===== src/rtl/cpu_types_pkg.sv =====
// Shared MIPS encodings, the ID/EX control bundle and the instruction decoder.
package cpu_types_pkg;

  typedef enum logic [5:0] {
    RTYPE = 6'b000000, J    = 6'b000010, JAL   = 6'b000011, BEQ  = 6'b000100,
    BNE   = 6'b000101, ADDI = 6'b001000, ADDIU = 6'b001001, SLTI = 6'b001010,
    SLTIU = 6'b001011, ANDI = 6'b001100, ORI   = 6'b001101, XORI = 6'b001110,
    LUI   = 6'b001111, LW   = 6'b100011, SW    = 6'b101011, LL   = 6'b110000,
    SC    = 6'b111000, HALT = 6'b111111
  } opcode_t;

  typedef enum logic [5:0] {
    SLL = 6'b000000, SRL = 6'b000010, JR  = 6'b001000, ADD  = 6'b100000,
    ADDU = 6'b100001, SUB = 6'b100010, SUBU = 6'b100011, AND = 6'b100100,
    OR  = 6'b100101, XOR = 6'b100110, NOR = 6'b100111, SLT  = 6'b101010,
    SLTU = 6'b101011
  } funct_t;

  typedef enum logic [3:0] {
    ALU_SLL = 4'b0000, ALU_SRL = 4'b0001, ALU_ADD = 4'b0010, ALU_SUB = 4'b0011,
    ALU_AND = 4'b0100, ALU_OR  = 4'b0101, ALU_XOR = 4'b0110, ALU_NOR = 4'b0111,
    ALU_SLT = 4'b1010, ALU_SLTU = 4'b1011
  } aluop_t;

  typedef enum logic [1:0] {RUN, DRAIN, HALTED} ctl_state_t;

  localparam logic [1:0] BR_EQ   = 2'd1;
  localparam logic [1:0] BR_NE   = 2'd2;
  localparam logic [1:0] JMP_J   = 2'd1;
  localparam logic [1:0] JMP_JAL = 2'd2;
  localparam logic [1:0] JMP_JR  = 2'd3;

  typedef struct packed {
    opcode_t    opcode;
    funct_t     funct;
    aluop_t     aluop;
    logic [4:0] shamt;
    logic       regdst, alusrc, extop, back_pad, memtoreg;
    logic       regwrite, dren, dwen;
    logic [1:0] branch, jump;
    logic       r_type, i_type, datomic, valid;
  } ctrl_t;

  localparam ctrl_t BUBBLE_CTRL = '0;

  // Undefined opcode/funct collapses to a bubble so nothing downstream fires.
  function automatic ctrl_t decode_instr(input logic [31:0] instr);
    ctrl_t c;
    c        = BUBBLE_CTRL;
    c.opcode = opcode_t'(instr[31:26]);
    c.funct  = funct_t'(instr[5:0]);
    c.shamt  = instr[10:6];
    c.valid  = 1'b1;
    case (c.opcode)
      RTYPE: begin
        c.r_type = 1'b1; c.regdst = 1'b1; c.regwrite = 1'b1;
        case (c.funct)
          SLL:       c.aluop = ALU_SLL;
          SRL:       c.aluop = ALU_SRL;
          ADD, ADDU: c.aluop = ALU_ADD;
          SUB, SUBU: c.aluop = ALU_SUB;
          AND:       c.aluop = ALU_AND;
          OR:        c.aluop = ALU_OR;
          XOR:       c.aluop = ALU_XOR;
          NOR:       c.aluop = ALU_NOR;
          SLT:       c.aluop = ALU_SLT;
          SLTU:      c.aluop = ALU_SLTU;
          JR: begin c.regdst = 1'b0; c.regwrite = 1'b0; c.jump = JMP_JR; end
          default:   c.valid = 1'b0;
        endcase
      end
      ADDI, ADDIU, SLTI, SLTIU: begin
        c.i_type = 1'b1; c.alusrc = 1'b1; c.extop = 1'b1; c.regwrite = 1'b1;
        c.aluop  = (c.opcode == SLTI) ? ALU_SLT : (c.opcode == SLTIU) ? ALU_SLTU : ALU_ADD;
      end
      ANDI, ORI, XORI: begin
        c.i_type = 1'b1; c.alusrc = 1'b1; c.regwrite = 1'b1;
        c.aluop  = (c.opcode == ANDI) ? ALU_AND : (c.opcode == ORI) ? ALU_OR : ALU_XOR;
      end
      LUI: begin
        c.i_type = 1'b1; c.alusrc = 1'b1; c.back_pad = 1'b1; c.regwrite = 1'b1;
        c.aluop  = ALU_OR;
      end
      LW, LL: begin
        c.i_type = 1'b1; c.alusrc = 1'b1; c.extop = 1'b1; c.regwrite = 1'b1;
        c.dren   = 1'b1; c.memtoreg = 1'b1; c.aluop = ALU_ADD;
        c.datomic = (c.opcode == LL);
      end
      SW, SC: begin
        c.i_type = 1'b1; c.alusrc = 1'b1; c.extop = 1'b1; c.dwen = 1'b1;
        c.aluop  = ALU_ADD;
        // SC writes its success flag back to rt.
        c.regwrite = (c.opcode == SC);
        c.datomic  = (c.opcode == SC);
      end
      BEQ, BNE: begin
        c.i_type = 1'b1; c.extop = 1'b1; c.aluop = ALU_SUB;
        c.branch = (c.opcode == BEQ) ? BR_EQ : BR_NE;
      end
      J:       c.jump = JMP_J;
      JAL: begin c.jump = JMP_JAL; c.regwrite = 1'b1; end
      HALT:    ; // real instruction, but every enable stays low
      default: c.valid = 1'b0;
    endcase
    if (!c.valid) c = BUBBLE_CTRL;
    return c;
  endfunction

endpackage


===== src/rtl/llsc_link_reg.sv =====
// LL/SC reservation: one linked address, cleared by SC or a matching snoop.
module llsc_link_reg #(
  parameter int unsigned WORD_W = 32
) (
  input  logic              CLK,
  input  logic              nRST,
  input  logic              ll,
  input  logic              sc,
  input  logic [WORD_W-1:0] addr,
  input  logic              snoop,
  input  logic [WORD_W-1:0] snoop_addr,
  output logic              sc_success
);

  logic              link_valid_q, link_valid_d;
  logic [WORD_W-1:0] link_addr_q, link_addr_d;
  logic              snoop_hit;

  // A same-cycle snoop to the reservation kills the SC.
  always_comb begin
    snoop_hit  = snoop && (snoop_addr == link_addr_q);
    sc_success = sc && link_valid_q && (link_addr_q == addr) && !snoop_hit;
  end

  // SC consumes the link; an LL in the same cycle re-arms it afterwards.
  always_comb begin
    link_valid_d = link_valid_q;
    link_addr_d  = link_addr_q;
    if (sc || snoop_hit) link_valid_d = 1'b0;
    if (ll) begin
      link_addr_d  = addr;
      link_valid_d = !(snoop && (snoop_addr == addr));
    end
  end

  // Reservation register.
  always_ff @(posedge CLK or negedge nRST) begin
    if (!nRST) begin
      link_valid_q <= 1'b0;
      link_addr_q  <= '0;
    end else begin
      link_valid_q <= link_valid_d;
      link_addr_q  <= link_addr_d;
    end
  end

  ll_sc_exclusive: assert property (@(posedge CLK) disable iff (!nRST) !(ll && sc));

endmodule


===== src/rtl/pipelined_control_unit.sv =====
// ID/EX control latch with stall/flush, drain-then-halt FSM and LL/SC link.
module pipelined_control_unit
  import cpu_types_pkg::*;
#(
  parameter int unsigned WORD_W     = 32,
  parameter int unsigned HALT_DRAIN = 3,
  parameter int unsigned LINK_EN    = 1
) (
  input  logic              CLK,
  input  logic              nRST,
  input  logic [WORD_W-1:0] instr_i,
  input  logic              instr_valid_i,
  input  logic              stall_i,
  input  logic              flush_i,
  output logic [5:0]        opcode_o,
  output logic [5:0]        r_opcode_o,
  output logic [3:0]        aluop_o,
  output logic [WORD_W-1:0] shamt_o,
  output logic              regdst_o,
  output logic              alusrc_o,
  output logic              extop_o,
  output logic              back_pad_o,
  output logic              memtoreg_o,
  output logic              regwrite_o,
  output logic              dren_o,
  output logic              dwen_o,
  output logic [1:0]        branch_o,
  output logic [1:0]        jump_o,
  output logic              r_type_o,
  output logic              i_type_o,
  output logic              datomic_o,
  output logic              ctrl_valid_o,
  output logic              halt_o,
  input  logic              mem_ll_i,
  input  logic              mem_sc_i,
  input  logic [WORD_W-1:0] mem_addr_i,
  input  logic              snoop_inv_i,
  input  logic [WORD_W-1:0] snoop_addr_i,
  output logic              sc_success_o
);

  localparam int unsigned     DrainCycles = (HALT_DRAIN == 0) ? 1 : HALT_DRAIN;
  localparam int unsigned     CntW        = $clog2(DrainCycles + 1);
  localparam logic [CntW-1:0] DrainLast   = CntW'(DrainCycles - 1);

  ctrl_t           dec, ctrl_q, ctrl_d;
  ctl_state_t      state_q, state_d;
  logic [CntW-1:0] cnt_q, cnt_d;
  logic            halted, load_halt;

  assign dec       = decode_instr(instr_i[31:0]);
  assign halted    = (state_q == HALTED);
  assign load_halt = !flush_i && !stall_i && instr_valid_i && dec.valid && (dec.opcode == HALT);

  // ID/EX next value: halted > flush > stall > load/bubble.
  always_comb begin
    ctrl_d = ctrl_q;
    if (halted || flush_i)  ctrl_d = BUBBLE_CTRL;
    else if (!stall_i)      ctrl_d = instr_valid_i ? dec : BUBBLE_CTRL;
  end

  // Halt sequencing; a flush during drain means the HALT was speculative.
  always_comb begin
    state_d = state_q;
    cnt_d   = cnt_q;
    case (state_q)
      RUN: if (load_halt) begin
        state_d = DRAIN;
        cnt_d   = '0;
      end
      DRAIN: begin
        if (flush_i) begin
          state_d = RUN;
          cnt_d   = '0;
        end else if (!stall_i) begin
          if (cnt_q == DrainLast) state_d = HALTED;
          else                    cnt_d   = cnt_q + 1'b1;
        end
      end
      HALTED:  ;
      default: state_d = RUN;
    endcase
  end

  // Control latch and FSM state.
  always_ff @(posedge CLK or negedge nRST) begin
    if (!nRST) begin
      ctrl_q  <= BUBBLE_CTRL;
      state_q <= RUN;
      cnt_q   <= '0;
    end else begin
      ctrl_q  <= ctrl_d;
      state_q <= state_d;
      cnt_q   <= cnt_d;
    end
  end

  assign opcode_o     = ctrl_q.opcode;
  assign r_opcode_o   = ctrl_q.funct;
  assign aluop_o      = ctrl_q.aluop;
  assign shamt_o      = {{(WORD_W-5){1'b0}}, ctrl_q.shamt};
  assign regdst_o     = ctrl_q.regdst;
  assign alusrc_o     = ctrl_q.alusrc;
  assign extop_o      = ctrl_q.extop;
  assign back_pad_o   = ctrl_q.back_pad;
  assign memtoreg_o   = ctrl_q.memtoreg;
  assign regwrite_o   = ctrl_q.regwrite;
  assign dren_o       = ctrl_q.dren;
  assign dwen_o       = ctrl_q.dwen;
  assign branch_o     = ctrl_q.branch;
  assign jump_o       = ctrl_q.jump;
  assign r_type_o     = ctrl_q.r_type;
  assign i_type_o     = ctrl_q.i_type;
  assign datomic_o    = (LINK_EN != 0) ? ctrl_q.datomic : 1'b0;
  assign ctrl_valid_o = ctrl_q.valid;
  assign halt_o       = halted;

  // The reservation is frozen while halted.
  if (LINK_EN != 0) begin : g_link
    llsc_link_reg #(
      .WORD_W(WORD_W)
    ) u_link (
      .CLK        (CLK),
      .nRST       (nRST),
      .ll         (mem_ll_i && !halted),
      .sc         (mem_sc_i && !halted),
      .addr       (mem_addr_i),
      .snoop      (snoop_inv_i && !halted),
      .snoop_addr (snoop_addr_i),
      .sc_success (sc_success_o)
    );
  end else begin : g_no_link
    assign sc_success_o = 1'b0;
  end

endmodule


===== config.mk =====
export PLATFORM = sky130hd
export DESIGN_NAME = pipelined_control_unit
export DESIGN_NICKNAME = d
export VERILOG_FILES = /design/src/rtl/cpu_types_pkg.sv /design/src/rtl/llsc_link_reg.sv /design/src/rtl/pipelined_control_unit.sv
export SDC_FILE = /design/constraint.sdc
export NUM_CORES = 1
export LEC_CHECK = 0
export CAP_MARGIN = 5
export CORE_ASPECT_RATIO = 2
export CORE_MARGIN = 10
export CORE_UTILIZATION = 45
export DETAILED_ROUTE_END_ITERATION = 6
export PLACE_DENSITY = 0.84
export SETUP_SLACK_MARGIN = 0.2
export SKIP_CTS_REPAIR_TIMING = 1
export SYNTH_ARGS = -nofsm -noshare
export SYNTH_HDL_FRONTEND = slang
export SYNTH_HIERARCHICAL = 1
export SYNTH_SLANG_ARGS = --single-unit

===== constraint.sdc =====
create_clock -name CLK -period 2.5 [get_ports CLK]
set_input_delay 0.5 -clock CLK [delete_from_list [all_inputs] [get_ports CLK]]
set_output_delay 0.5 -clock CLK [all_outputs]
set_load 0.05 [all_outputs]

==> run_1/met2.png <==
Bar = 20 um. Cells faint in the background.
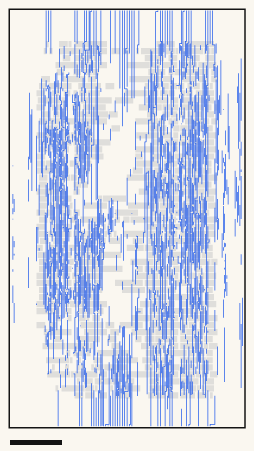
longest straight run = 80.6 um
wire length on this layer = 9040 um
nets with wire on the layer = 689
vias post-DR: 4180
grt met2 use: 39.3%

==> run_1/met3.png <==
Bar = 20 um. Cells faint in the background.
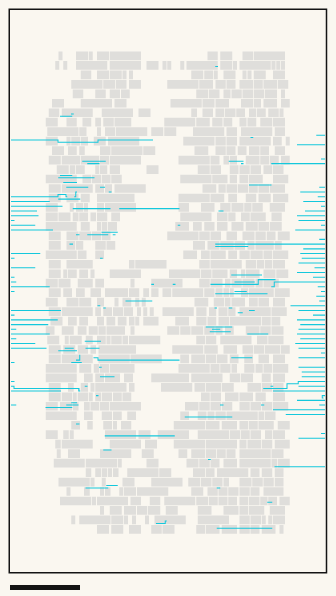
nets with wire on the layer = 129
main direction = horizontal
longest straight run = 31.2 um
GRT met3 Usage: 5.11%
WL final: 16400 um

==> run_1/final_congestion.png <==
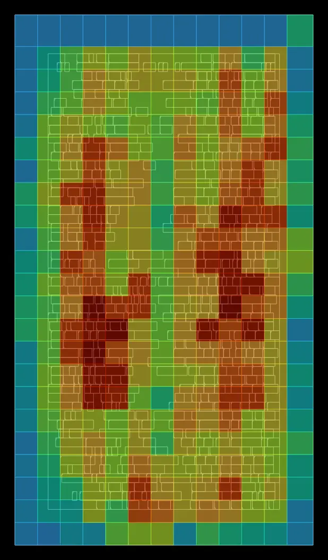
grt met1 use: 19.3%
Layout Utilization: 71.5%
DR WL/cell: 21.0 um
global route hottest layer: met2
Total GRT Usage: 21.2%

==> reports/qor.yml, run 1 <==
final_timing:
  setup_ws_ns: -0.449
  setup_violations: 1
  post-route-min-period_ns: 2.95
synth:
  async_reset_ff_share_pct: 100
  flop_cell: "dfrtp_1"
  ys_sh_aoi_pct: 12.0
  synth-seq-cells: 73
power_and_ir_drop:
  peakVddDrop_mv: 0.504
drt:
  top_layer: "met4"
critical_path:
  crit_cells: 7
  crit_buf_inv: 2
  start_kind: "register"
global_route:
  antenna_found_initial: 0
floorplanning:
  die_h_um: 161
  die_x_um: 90.7
  core-area_um2: 9760
outcome:
  violations: "negative setup slack"
  status: "finished, violations left"
final_layout:
  nets: 751
placement:
  dp_hpwl_um: 13000
-- run 1: worst min-delay path by stage --
stage	startpoint	end	slack (ns)
finish	nRST	g_link.u_link/link_addr_q[25]	0.12
global route	nRST	g_link.u_link/link_addr_q[2]	0.15
CTS	nRST	g_link.u_link/link_addr_q[25]	0.13
detailed placement	aluop_o[0]	aluop_o[0]	0.47
global placement	ctrl_valid_o	ctrl_valid_o	0.46
floorplan	nRST	aluop_o[0]	0.20
-- run 1: stage by stage --
| stage | hold WS, ns | setup TNS (ns) | cells | instance area [um2] | util [%] |
|---|---|---|---|---|---|
| 2_1_floorplan | 0.204 | 0 | 447 | 4600 | - |
| 3_5_place_dp | 0.475 | -0.885 | 766 | 6530 | 66.9 |
| 3_3_place_gp | 0.462 | -0.741 | 766 | 6530 | 66.9 |
| 4_1_cts | 0.134 | -0.600 | 781 | 6880 | 70.4 |
| 5_1_grt | 0.145 | -0.434 | 782 | 6980 | 71.5 |
| 6_report | 0.125 | -0.449 | 782 | 6980 | 71.5 |
-- run 1: state kept, by name, indices dropped and copies added, names as in the netlist --
signal	flops
g_link.u_link/link_valid_q	1
aluop_o	4
jump_o	2
r_type_o	1
state_q	2
regdst_o	1
back_pad_o	1
alusrc_o	1
regwrite_o	1
datomic_o	1
opcode_o	6
extop_o	1
shamt_o	5
ctrl_valid_o	1
memtoreg_o	1
branch_o	2
i_type_o	1
g_link.u_link/link_addr_q	32
r_opcode_o	6
dwen_o	1
cnt_q	2
-- run 1: power groups by stage --
stage | combinational, W | clock [W] | sequential, W
finish | 0.000627 | 0.00147 | 0.00121
global route | 0.000664 | 0.00156 | 0.00121
CTS | 0.000617 | 0.00150 | 0.00121
detailed placement | 0.000613 | 0 | 0.00123
global placement | 0.000601 | 0 | 0.00123
floorplan | 0.000279 | 0 | 0.00123
--- run 2 (diff from run 1) ---
--- a/config.mk
+++ b/config.mk
@@ -5,12 +5,14 @@
 export SDC_FILE = /design/constraint.sdc
 export NUM_CORES = 1
 export LEC_CHECK = 0
+export ABC_AREA = 1
 export CAP_MARGIN = 5
 export CORE_ASPECT_RATIO = 2
 export CORE_MARGIN = 10
-export CORE_UTILIZATION = 45
+export CORE_UTILIZATION = 48
+export CTS_CLUSTER_DIAMETER = 40
 export DETAILED_ROUTE_END_ITERATION = 6
-export PLACE_DENSITY = 0.84
+export PLACE_DENSITY = 0.82
 export SETUP_SLACK_MARGIN = 0.2
 export SKIP_CTS_REPAIR_TIMING = 1
 export SYNTH_ARGS = -nofsm -noshare
==> run_2/final_congestion.png <==
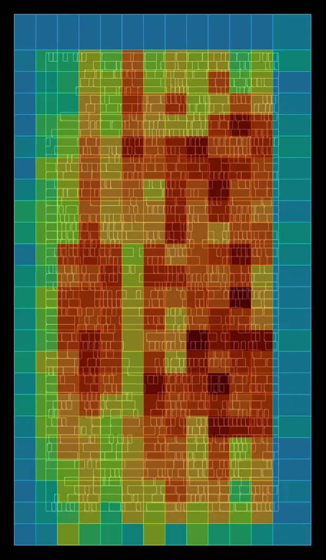
grt met1 use: 23.3%
DR WL/cell: 17.1 um
GRT met3 Usage: 4.14%
grt met2 use: 44.5%
Layout Utilization: 70.6%

==> run_2/met3.png <==
Bar = 20 um. Cells faint in the background.
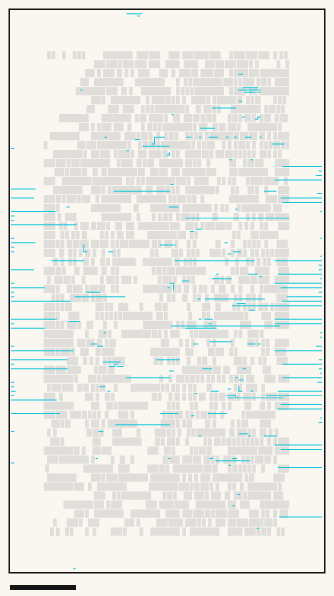
WL final: 20100 um
vias post-DR: 5899

==> reports/qor.yml, run 2 <==
critical_path:
  start_kind: "input port"
  crit_buf_inv: 3  # +1
synth:
  netlist_instances: 836
  synth-seq-cells: 73  # unchanged
  async_reset_ff_share_pct: 100  # unchanged
placement:
  dp_cells: 1155  # +51%
  placed_cell_area_um2: 7220  # +11%
outcome:
  violations: "negative setup slack"
  status: "finished, violations left"
final_layout:
  design_area_um2: 7730  # +11%
  final_cells: 1178  # +51%
  largest_reg_flops: 32  # unchanged
  top_register: "g_link.u_link/link_addr_q"
floorplanning:
  die_h_um: 170  # +5.4%
  core-area_um2: 10900  # +12%
global_route:
  antenna_found_initial: 0  # unchanged
  track_usage_pct: 24.7  # +3.5 points
drt:
  top_layer: "met4"
final_timing:
  setup_violations: 1  # unchanged
  fin_tns_setup_ns: -0.00103  # +0.448 ns
  setup_ws_ns: -0.00103  # +0.448 ns
==> run_2/met2.png <==
Bar = 20 um. Cells faint in the background.
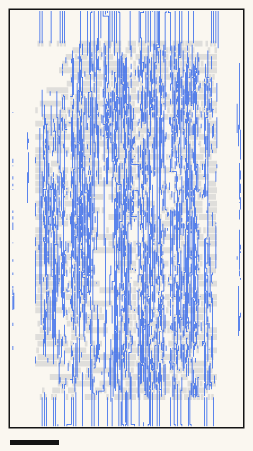

-- run 2: power breakdown --
part,switching (W),total [W],internal [W]
Combinational,0.000480,0.000799,0.000318
Clock,0.000507,0.00120,0.000690
Sequential,0.0000303,0.00125,0.00122
Total,0.00102,0.00324,0.00222
-- run 2: layout make-up --
type                       instances  area, um2
timing repair buffer             203       1990
sequential                        73       1830
multi-input combinational        621       2990
tap                              140        175
clock inverter                     5       32.5
clock buffer                      10        239
fill                             914       3220
inverter                         126        473
-- run 2: how the worst min path moves through the flow --
| stage | startpoint | to | slack, ns | cells past startpoint |
|---|---|---|---|---|
| 6_report | nRST | g_link.u_link/link_addr_q[10] | 0.13 | 1 |
| 5_1_grt | nRST | g_link.u_link/link_addr_q[10] | 0.15 | 1 |
| 4_1_cts | nRST | g_link.u_link/link_addr_q[10] | 0.13 | 1 |
| 3_5_place_dp | extop_o | extop_o | 0.47 | 2 |
| 3_3_place_gp | ctrl_valid_o | ctrl_valid_o | 0.46 | 2 |
| 2_1_floorplan | nRST | aluop_o[0] | 0.20 | 0 |
-- run 2: per-layer routing --
| layer | vias up | GRT usage (%) |
|---|---|---|
| met5 | - | 0 |
| met1 | 2665 | 23.3 |
| met3 | 86 | 4.14 |
| met2 | 218 | 44.5 |
| met4 | 0 | 20.5 |
| li1 | 2930 | - |
-- run 2: cells by family after synthesis --
| logic type | Yosys count | share of synthesized area [%] |
|---|---|---|
| multiplexers | 1 | 0.208 |
| buffers and inverters | 168 | 14.4 |
| AND-OR/OR-AND | 101 | 11.7 |
| adder cells (fa/ha/maj) | 1 | 0.231 |
| XOR/XNOR | 26 | 4.21 |
| AND/OR/NAND/NOR | 465 | 35.4 |
| flip-flops | 73 | 33.8 |
| other | 1 | 0.0694 |
--- run 3 (diff from run 2) ---
--- a/config.mk
+++ b/config.mk
@@ -12,6 +12,7 @@
 export CORE_UTILIZATION = 48
 export CTS_CLUSTER_DIAMETER = 40
 export DETAILED_ROUTE_END_ITERATION = 6
+export GPL_ROUTABILITY_DRIVEN = 0
 export PLACE_DENSITY = 0.82
 export SETUP_SLACK_MARGIN = 0.2
 export SKIP_CTS_REPAIR_TIMING = 1
==> run_3/met1.png <==
Bar = 20 um. Cells faint in the background.
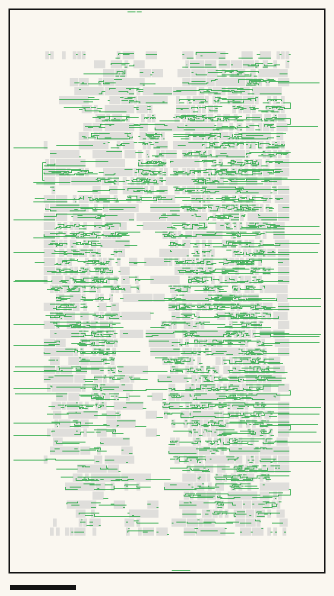
wire length on this layer = 6150 um
longest straight run = 25.8 um
share of all routed wire = 32%
main direction = horizontal
WL final: 19100 um
grt met1 use: 20.7%
vias post-DR: 5847

==> run_3/met3.png <==
Bar = 20 um. Cells faint in the background.
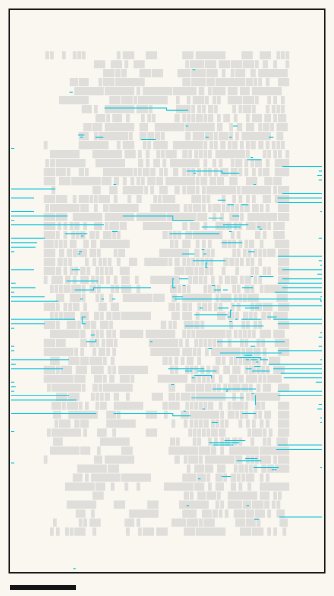
nets with wire on the layer = 143
share of all routed wire = 5.8%
longest straight run = 44.2 um
GRT met3 Usage: 5.16%

==> reports/qor.yml, run 3 <==
final_layout:
  nFillCells: 975  # +6.7%
  fin_util_pct: 68.0  # -2.7 points
  largest_reg_flops: 32  # unchanged
  logic_area_um2: 2950  # -1.3%
  flop_area_um2: 1830  # about the same
  top_register: "g_link.u_link/link_addr_q"
drt:
  top_layer: "met4"
  wl_per_cell_um: 16.5  # -3.2%
synth:
  async_reset_ff_share_pct: 100  # unchanged
  synth-seq-cells: 73  # unchanged
  netlist_instances: 836  # unchanged
final_timing:
  setup_violations: 1  # unchanged
  fin_tns_setup_ns: -0.00294  # -0.00191 ns
  setup_ws_ns: -0.00294  # -0.00191 ns
outcome:
  status: "finished, violations left"
  violations: "negative setup slack"
critical_path:
  start_kind: "input port"
global_route:
  antenna_found_initial: 0  # unchanged
  track_usage_pct: 23.6  # -1.1 points
  top_usage_layer: "met2"
floorplanning:
  die_h_um: 170  # unchanged
==> run_3/met2.png <==
Bar = 20 um. Cells faint in the background.
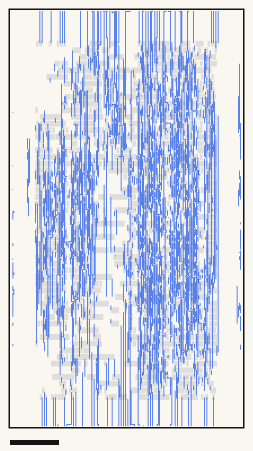
grt met2 use: 43.6%

## run 3: power by group
group	switching (W)	internal [W]
Sequential	0.0000290	0.00122
Clock	0.000495	0.000664
Combinational	0.000466	0.000296
## run 3: area by class of cell
cell class | count | area share (%)
repair buffers | 179 | 23.5
clock inverters | 5 | 0.454
inverters | 126 | 6.36
clock buffers | 10 | 3.08
multi-input cells | 621 | 39.7
flip-flops and latches | 73 | 24.6
well taps | 140 | 2.35
## run 3: through the flow
stage | instance area (um2) | hold WS (ns) | std cells
2_1_floorplan | 5510 | 0.204 | 862
3_3_place_gp | 7070 | 0.463 | 1136
3_5_place_dp | 7070 | 0.472 | 1136
4_1_cts | 7330 | 0.142 | 1151
5_1_grt | 7440 | 0.156 | 1154
6_report | 7440 | 0.132 | 1154
## run 3: kinds of logic after synthesis
family,share of synthesized area [%]
muxes,0.208
AOI/OAI and AO/OA,11.7
buffers and inverters,14.4
DFF,33.8
other,0.0694
xor gates and xnor gates,4.21
and+or+nand+nor,35.4
adders and majority gates,0.231
## run 3: worst paths after layout
path / endpoint / slack, ns / cells past startpoint
setup / recovery: sc_success_o / -0.003 / 10
hold / removal: g_link.u_link/link_addr_q[10] / 0.13 / 1
setup reg to reg: g_link.u_link/link_valid_q / 0.89 / 11
hold reg to reg: shamt_o[4] / 0.48 / 2
max in group asynchronous: dwen_o / 1.74 / 2
min in group CLK: g_link.u_link/link_addr_q[12] / 0.47 / 3
## run 3: worst max-delay path: stages
cell	delay [ns]
clkdlybuf4s50_1	0.52
inv_1	0.07
nand2_1	0.06
nand4_1	0.09
nor2_2	0.19
nand2_1	0.07
nor2_1	0.10
nand3_1	0.09
nor2_2	0.17
buf_12	0.15

==> layout pictures side by side <==
M4 wires.
Bar = 20 um.
Plate I
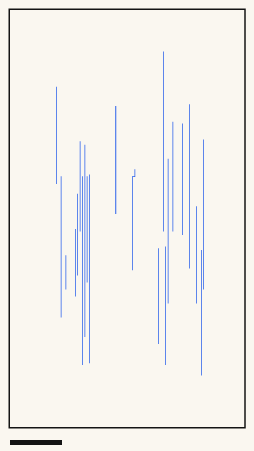
Plate II
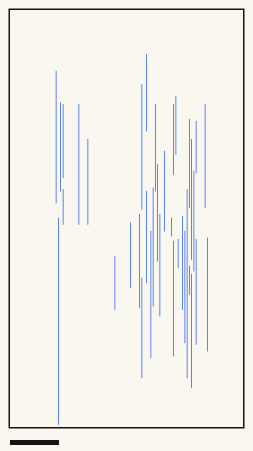
run 3: Plate II
run 1: Plate I

Power and IR drop assume default switching activity.
